==> run_1/gates.png <==
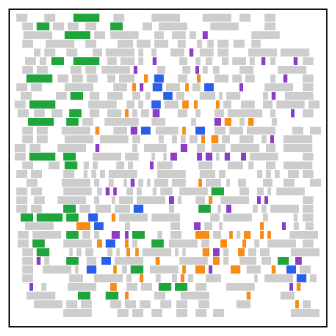
==> run_1/clock_nets.png <==
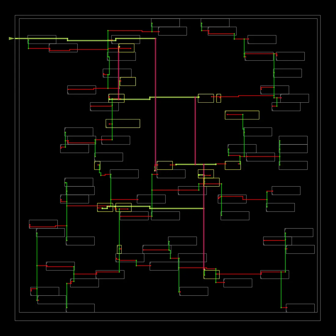
==> run_1/m2.png <==
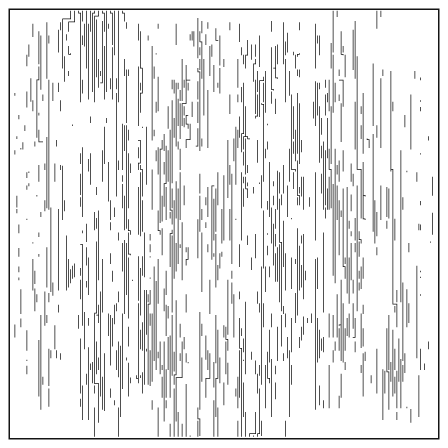
==> run_1/sizing.png <==
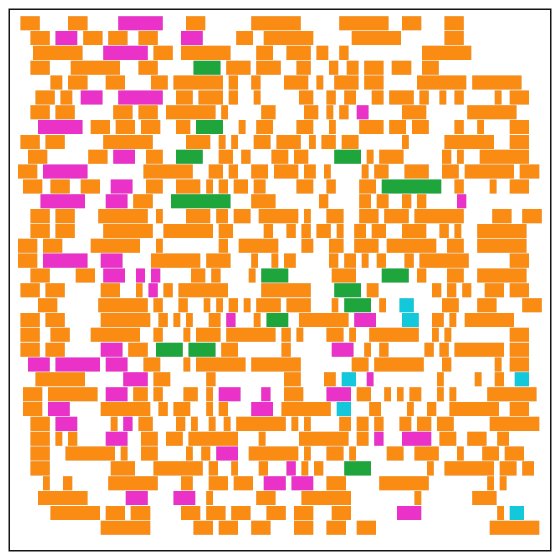
### config.mk
export PLATFORM = sky130hd
export DESIGN_NAME = bs_step_unit
export DESIGN_NICKNAME = d
export VERILOG_FILES = /design/src/rtl/bs_step_unit.sv
export SDC_FILE = /design/constraint.sdc
export NUM_CORES = 1
export LEC_CHECK = 0
export ABC_CLOCK_PERIOD_IN_PS = 7890
export CELL_PAD_IN_SITES_DETAIL_PLACEMENT = 1
export CELL_PAD_IN_SITES_GLOBAL_PLACEMENT = 1
export CORE_UTILIZATION = 41
export DETAILED_ROUTE_END_ITERATION = 12
export GPL_TIMING_DRIVEN = 0
export PLACE_DENSITY_LB_ADDON = 0.1
export SYNTH_ARGS = -nofsm -noshare
export SYNTH_HDL_FRONTEND = slang
export SYNTH_SLANG_ARGS = --single-unit
### constraint.sdc
create_clock -name clk -period 7.89 [get_ports clk]
set_input_delay 1.578 -clock clk [delete_from_list [all_inputs] [get_ports clk]]
set_output_delay 1.578 -clock clk [all_outputs]
set_load 0.03 [all_outputs]
### src/rtl/bs_step_unit.sv
// One FM-index backward-search step: reads C(sym), then Occ(sym,k-1) and Occ(sym,l),
// and returns the new SA interval (C+Occ(k-1)+1, C+Occ(l)), with a per-read timeout.
module bs_step_unit #(
   parameter int POS_W   = 8,
   parameter int CNT_W   = 8,
   parameter int TIMEOUT = 16
) (
   input  logic               clk,
   input  logic               rst_n,
   input  logic               req_valid,
   output logic               req_ready,
   input  logic [1:0]         req_sym,
   input  logic [POS_W-1:0]   req_k,
   input  logic [POS_W-1:0]   req_l,
   output logic               ce_rom_C_o,
   output logic [1:0]         addr_rom_C_o,
   input  logic [CNT_W-1:0]   data_C_i,
   output logic               ce_rom_Occ_o,
   output logic [POS_W-1:0]   addr_rom_Occ_o,
   input  logic [4*CNT_W-1:0] data_Occ_i,
   input  logic               data_valid_i,
   output logic               rsp_valid,
   input  logic               rsp_ready,
   output logic [POS_W:0]     rsp_k,
   output logic [POS_W:0]     rsp_l,
   output logic               rsp_empty,
   output logic               rsp_err
);

   localparam int RW = POS_W + 1;
   localparam int TW = $clog2(TIMEOUT + 1);

   typedef enum logic [2:0] {IDLE, RD_C, RD_K, RD_L, RESP} state_t;

   state_t           state, state_nxt;
   logic             alive;
   logic [1:0]       sym;
   logic [POS_W-1:0] k, l;
   logic [CNT_W-1:0] c_val, occ_k, occ_sel;
   logic [TW-1:0]    wait_cnt;
   logic             timed_out;
   logic [RW-1:0]    new_k, new_l;

   assign occ_sel   = data_Occ_i[sym*CNT_W +: CNT_W];
   assign timed_out = !data_valid_i && (wait_cnt == TW'(TIMEOUT - 1));
   assign new_k     = RW'(c_val) + RW'(occ_k) + RW'(1);
   assign new_l     = RW'(c_val) + RW'(occ_sel);

   // alive keeps req_ready low while reset is held and for no longer
   assign req_ready = (state == IDLE) && alive;
   assign rsp_valid = (state == RESP);

   always_comb begin
      state_nxt      = state;
      ce_rom_C_o     = 1'b0;
      addr_rom_C_o   = 2'b00;
      ce_rom_Occ_o   = 1'b0;
      addr_rom_Occ_o = '0;
      case (state)
         IDLE: if (req_valid && alive) state_nxt = RD_C;
         RD_C: begin
            ce_rom_C_o   = 1'b1;
            addr_rom_C_o = sym;
            state_nxt    = (k != '0) ? RD_K : RD_L;
         end
         RD_K: begin
            ce_rom_Occ_o   = 1'b1;
            addr_rom_Occ_o = k - POS_W'(1);
            if (data_valid_i)   state_nxt = RD_L;
            else if (timed_out) state_nxt = RESP;
         end
         RD_L: begin
            ce_rom_Occ_o   = 1'b1;
            addr_rom_Occ_o = l;
            if (data_valid_i || timed_out) state_nxt = RESP;
         end
         RESP: if (rsp_ready) state_nxt = IDLE;
         default: state_nxt = IDLE;
      endcase
   end

   always_ff @(posedge clk or negedge rst_n) begin
      if (!rst_n) begin
         state     <= IDLE;
         alive     <= 1'b0;
         sym       <= '0;
         k         <= '0;
         l         <= '0;
         c_val     <= '0;
         occ_k     <= '0;
         wait_cnt  <= '0;
         rsp_k     <= '0;
         rsp_l     <= '0;
         rsp_empty <= 1'b0;
         rsp_err   <= 1'b0;
      end else begin
         state <= state_nxt;
         alive <= 1'b1;
         case (state)
            IDLE: if (req_valid && alive) begin
               sym <= req_sym;
               k   <= req_k;
               l   <= req_l;
            end
            RD_C: begin
               c_val    <= data_C_i;
               occ_k    <= '0;
               wait_cnt <= '0;
            end
            RD_K: begin
               if (data_valid_i) begin
                  occ_k    <= occ_sel;
                  wait_cnt <= '0;
               end else if (timed_out) begin
                  rsp_k     <= '0;
                  rsp_l     <= '0;
                  rsp_empty <= 1'b1;
                  rsp_err   <= 1'b1;
               end else begin
                  wait_cnt <= wait_cnt + TW'(1);
               end
            end
            RD_L: begin
               if (data_valid_i) begin
                  rsp_k     <= new_k;
                  rsp_l     <= new_l;
                  rsp_empty <= (new_k > new_l);
                  rsp_err   <= 1'b0;
               end else if (timed_out) begin
                  rsp_k     <= '0;
                  rsp_l     <= '0;
                  rsp_empty <= 1'b1;
                  rsp_err   <= 1'b1;
               end else begin
                  wait_cnt <= wait_cnt + TW'(1);
               end
            end
            default: ;
         endcase
      end
   end

endmodule

==> ci_impl_report.md, run 1 <==
## PnR job results

| Metric | Value |
|---|---|
| Status | finished clean |
| Vias in the first global route | 3408 |
| Post-route DRC | 0 |
| Yosys top cell by instances | dfrtp_1 |
| Crit path DRT | 8090 ps |
| OpenROAD warnings | 26 |
| Sequential-to-total area share from yosys stat | 40.9% |
| Placed cell area | 4950 sq um |
| Worst-path clk slew | 70 ps |
| Worst Path Arrival | 5180 ps |
| Buffers added on ports | 96 |
| Largest cells by area after synthesis | dfrtp_1, ha_1, mux2_2 |
| Maxcap violations | 0 |
| Worst Hold Class | flip-flop to flip-flop |
| Measured slew at the worst slew-check pin | 802 ps |
| Synth Cell Area | 3860 sq um |
| Setup crit end kind | flip-flop |
| Iter 0 DRT Violations | 62 |
| Hold buffers post-CTS | 0 |
| Post-synth area from yosys stat | 3860 sq um |
| Design area | 5180 sq um |
| Post-CTS Resized | 0 |
| Antenna violations before repair | 0 |
| Largest net degree at the start of global routing | 64 |
| CTS root buffer | clkbuf_8 |
| FF-to-FF path depth | 15 |
| Total track usage | 22.3% |
| DRT antenna net count | 0 |
| Reg2reg start | sym[0] |
| Core ar. | 9200 sq um |
| Startpoint types | input pin |
| Rel. slew slack | 46.5% |
| Register-to-register setup slack | 3880 ps |
| Syn Area/Cell | 10.4 sq um |
| Leak | 2.24 nW |
About gates.png:
Key: nand cells = purple [cells 41, most used nand2_1]; xor and xnor cells = blue [cells 15, most used xor2_1]; nor cells = orange [cells 46, most used nor2_1]; mux cells = green [cells 33, most used mux2_2]

About clock_nets.png:
P_clk: 0.322 mW
clk latency late pin: 340 ps
CTS sink count: 63

About m2.png:
The layer holds 47% of the routed length. The layer carries 4830 um of wire. The wires run mostly vertical.

About sizing.png:
Key: x2 = magenta [cells 47, most used mux2_2]; x3 and x4 = cyan [cells 6, most used buf_4]; x1 and smaller = orange [cells 415, most used clkdlybuf4s50_1]; x6 and larger = green [cells 14, most used clkbuf_8]

## run 1: cell type report
class / instances / area (sq um)
plain buffers: 17 / 96.3
clock buffers: 13 / 159
clock inverters: 3 / 65.1
fillers: 1028 / 4020
inverters: 15 / 56.3
multi-input cells: 275 / 2130
flip-flops and latches: 63 / 1580
well taps: 111 / 139
repair buffers: 96 / 958
## run 1: power breakdown
part / switching, mW / leakage [nW] / total [mW] / internal (mW)
logic: 0.959 / 1.34 / 1.72 / 0.766
registers: 0.118 / 0.777 / 0.588 / 0.471
clock network: 0.127 / 0.114 / 0.322 / 0.195
## run 1: cells in the final DEF (no fill, tap or decap), types with 6 or more instances in the layout
cell             synthesis  final
a21oi_1                 22     22
dfrtp_1                 63     63
clkbuf_8                 0     11
nand2b_1                 7      7
nand3_1                  6      6
nand2_1                 25     25
a22o_1                  16     16
ha_1                    28     28
nor2_1                  31     31
xor2_1                  10     10
o21ai_0                 25     25
mux2_2                  24     24
mux4_2                   8      8
inv_1                   14     14
buf_2                    8      8
clkdlybuf4s50_1          0     95
## run 1: routing by layer
| metal | global-route usage (%) | part of all wire, % | routed length (um) |
|---|---|---|---|
| met5 | 0 | 0 | 0 |
| met2 | 37.1 | 47 | 4830 |
| met4 | 6.43 | 1.6 | 161 |
| met1 | 29.5 | 47 | 4750 |
| met3 | 4.61 | 4.5 | 461 |
## run 1: stage by stage
stage / total power, mW / hold WS (ps)
floorplan: 1.76 / 470
global placement: 2.23 / 465
detailed placement: 2.31 / 475
CTS: 2.66 / 491
global route: 2.85 / 520
finish: 2.63 / 483
## run 1: worst max-delay path, stage by stage
cell	delay [ps]
clkdlybuf4s50_1	400
mux4_2	510
ha_1	240
inv_1	90
fa_1	200
nand2b_1	140
a21oi_1	70
a211oi_1	350
xor2_1	280
ha_1	320
a211o_1	280
a21oi_1	140
a311oi_1	120
a2111oi_0	370
nor3_1	100
## run 1: how the worst max path moves through the flow
stage	from	to	slack, ps	depth (start not counted)
after floorplan	data_Occ_i[24]	rsp_empty	3530	14
after global placement	data_Occ_i[24]	rsp_empty	2670	15
after detailed placement	data_Occ_i[24]	rsp_empty	2620	15
after CTS	data_Occ_i[24]	rsp_empty	2900	15
after global routing	data_Occ_i[24]	rsp_empty	2650	15
final	data_Occ_i[24]	rsp_empty	2910	15
## run 1: logic make-up (layout without fill, tap and decap cells)
logic type / count (synthesis) / in the layout / synth area share [%]
AND/OR/NAND/NOR: 100 / 100 / 13.0
AND-OR/OR-AND: 96 / 96 / 16.6
flip-flops: 63 / 63 / 40.9
multiplexers: 33 / 33 / 11.9
buffers and inverters: 32 / 144 / 3.96
adder cells (fa/ha/maj): 30 / 30 / 10.1
XOR/XNOR: 15 / 15 / 3.41
other: 1 / 1 / 0.0972
## run 1: registers in the layout, summed over array words and instances, names as in the netlist
name / count
alive: 1
c_val: 8
k: 8
l: 8
occ_k: 8
rsp_empty: 1
rsp_err: 1
rsp_k: 9
rsp_l: 9
state: 3
sym: 2
wait_cnt: 5
==> run_1/class_map.png <==
Bar = 20 um. Fill, decap, tap and diode cells in gray.
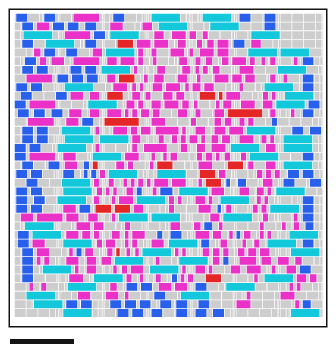

==> run 1 -> run 2 <==
--- a/config.mk
+++ b/config.mk
@@ -5,10 +5,10 @@
 export SDC_FILE = /design/constraint.sdc
 export NUM_CORES = 1
 export LEC_CHECK = 0
-export ABC_CLOCK_PERIOD_IN_PS = 7890
+export ABC_CLOCK_PERIOD_IN_PS = 4900
 export CELL_PAD_IN_SITES_DETAIL_PLACEMENT = 1
 export CELL_PAD_IN_SITES_GLOBAL_PLACEMENT = 1
-export CORE_UTILIZATION = 41
+export CORE_UTILIZATION = 38
 export DETAILED_ROUTE_END_ITERATION = 12
 export GPL_TIMING_DRIVEN = 0
 export PLACE_DENSITY_LB_ADDON = 0.1
==> constraint.sdc (replaced) <==
create_clock -name clk -period 4.9 [get_ports clk]
set_input_delay 0.98 -clock clk [delete_from_list [all_inputs] [get_ports clk]]
set_output_delay 0.98 -clock clk [all_outputs]
set_load 0.03 [all_outputs]
==> run_2/class_map.png <==
Bar = 20 um. Fill, decap, tap and diode cells in gray.
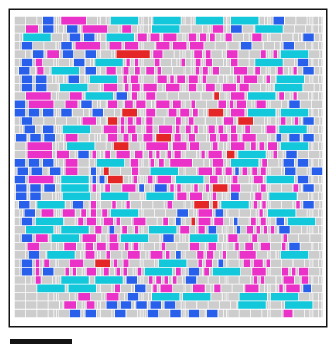
Key: clock drivers and dummy loads = red [cells 16, share of their area 3.8%]; remaining logic cells = magenta [cells 290, share of their area 44%]; remaining buffers and delay cells = blue [cells 113, share of their area 21%]; sequential cells = cyan [cells 63, share of their area 32%]

==> run_2/m2.png <==
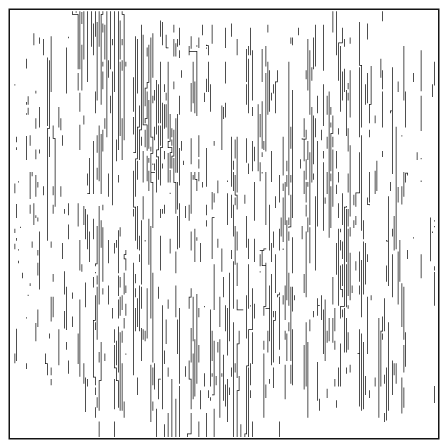
Via Count: 3238
routing usage on met2: 35.0%
WL final: 10400 um

==> ci_impl_report.md, run 2 <==
## PnR job results

| Metric | Value |
|---|---|
| Reg2reg start | sym[0] |
| DRT antenna net count | 0 (unchanged) |
| OpenROAD warnings | 26 (unchanged) |
| Iter 0 DRT Violations | 72 (+16%) |
| Core ar. | 9820 sq um (+6.8%) |
| Setup crit end kind | flip-flop |
| Startpoint types | input pin |
| Sequential power share | 22.8% (+0.5 points) |
| Biggest regs | rsp_k x9, rsp_l x9 |
| Largest stage delay, worst path | 500 ps (about the same) |
| Most frequent cells in the layout | clkdlybuf4s50_1, dfrtp_1, nor2_1, ha_1 |
| Net Switching | 1.94 mW (+61%) |
| Sw frac | 46.7% (+0.98 points) |
| CTS sink count | 63 (unchanged) |
| Most frequent logic cell in the layout | clkdlybuf4s50_1 |
| Clk pwr share | 10.9% (-1.3 points) |
| Status | finished clean |
| Worst path bufs/invs | 2 (unchanged) |
| FF-to-FF path depth | 15 (unchanged) |
| Buffers added on ports | 96 (unchanged) |
| Syn Area/Cell | 10.4 sq um (unchanged) |
==> run_2/clock_nets.png <==
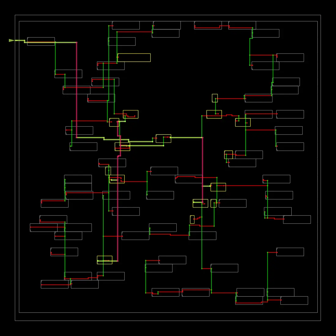
P_clk: 0.453 mW
clock skew: 15.2 ps

## run 2: cell counts after synthesis
Identical to the previous run, type by type.
## run 2: power by group through the flow
stage,Sequential (mW),Combinational [mW],Clock [mW]
floorplan,1.05,1.79,0
global placement,0.938,2.67,0
detailed placement,0.955,2.75,0
CTS,0.946,2.79,0.460
global route,0.978,3.08,0.485
finish,0.947,2.75,0.453
## run 2: worst paths after layout
check / endpoint / slack [ps]
hold / removal: rsp_l[2] / 480
setup / recovery: rsp_empty / 500
max in group asynchronous: rsp_l[3] / 3620
hold reg to reg: rsp_l[2] / 480
setup reg to reg: rsp_empty / 860
min in group asynchronous: wait_cnt[3] / 700
## run 2: metal layers
metal  part of all wire, %  global-route usage (%)  up-vias
li1                      -                       -     1566
met1                    48                    29.5     1577
met2                    47                    35.0       86
met3                   4.0                    3.59        9
met4                  0.98                    5.20        0
met5                     0                       0        -
## run 2: cell families after synthesis
| group | share of synthesized area (%) |
|---|---|
| buf+inv | 3.96 |
| simple gates | 13.0 |
| mux | 11.9 |
| xor+xnor | 3.41 |
| flops | 40.9 |
| compound gates | 16.6 |
| other cells | 0.0972 |
| fa+ha+maj | 10.1 |
## run 2: worst register-to-register path: stages, from the launching register on
cell       delay [ps]
dfrtp_1           320
buf_2             290
mux4_2            590
ha_1              240
inv_1              80
fa_1              190
nand2b_1          140
a21oi_1            90
a211oi_1          330
xor2_1            290
ha_1              320
a211o_1           280
a21oi_1           150
a311oi_1          120
a2111oi_0         400
nor3_1            100
## run 2: layout make-up
| cell class | instances | area share, % |
|---|---|---|
| Tap cell | 133 | 3.22 |
| Clock buffer | 10 | 2.47 |
| Inverter | 15 | 1.09 |
| Clock inverter | 6 | 1.19 |
| Multi-Input combinational cell | 275 | 41.1 |
| Sequential cell | 63 | 30.5 |
| Timing Repair Buffer | 96 | 18.5 |
| Buffer | 17 | 1.86 |
## run 2: metrics by stage
| step | area, sq um | setup WS [ps] | std cells | hold WS [ps] | util (%) |
|---|---|---|---|---|---|
| global route | 5170 | 250 | 615 | 523 | 52.7 |
| CTS | 5170 | 467 | 615 | 484 | 52.7 |
| finish | 5170 | 503 | 615 | 475 | 52.7 |
| global placement | 4980 | 260 | 599 | 464 | 50.8 |
| floorplan | 3860 | 1140 | 370 | 470 | - |
| detailed placement | 4980 | 216 | 599 | 470 | 50.7 |
Power figures rest on the tool's default switching activity, not on a simulated workload.
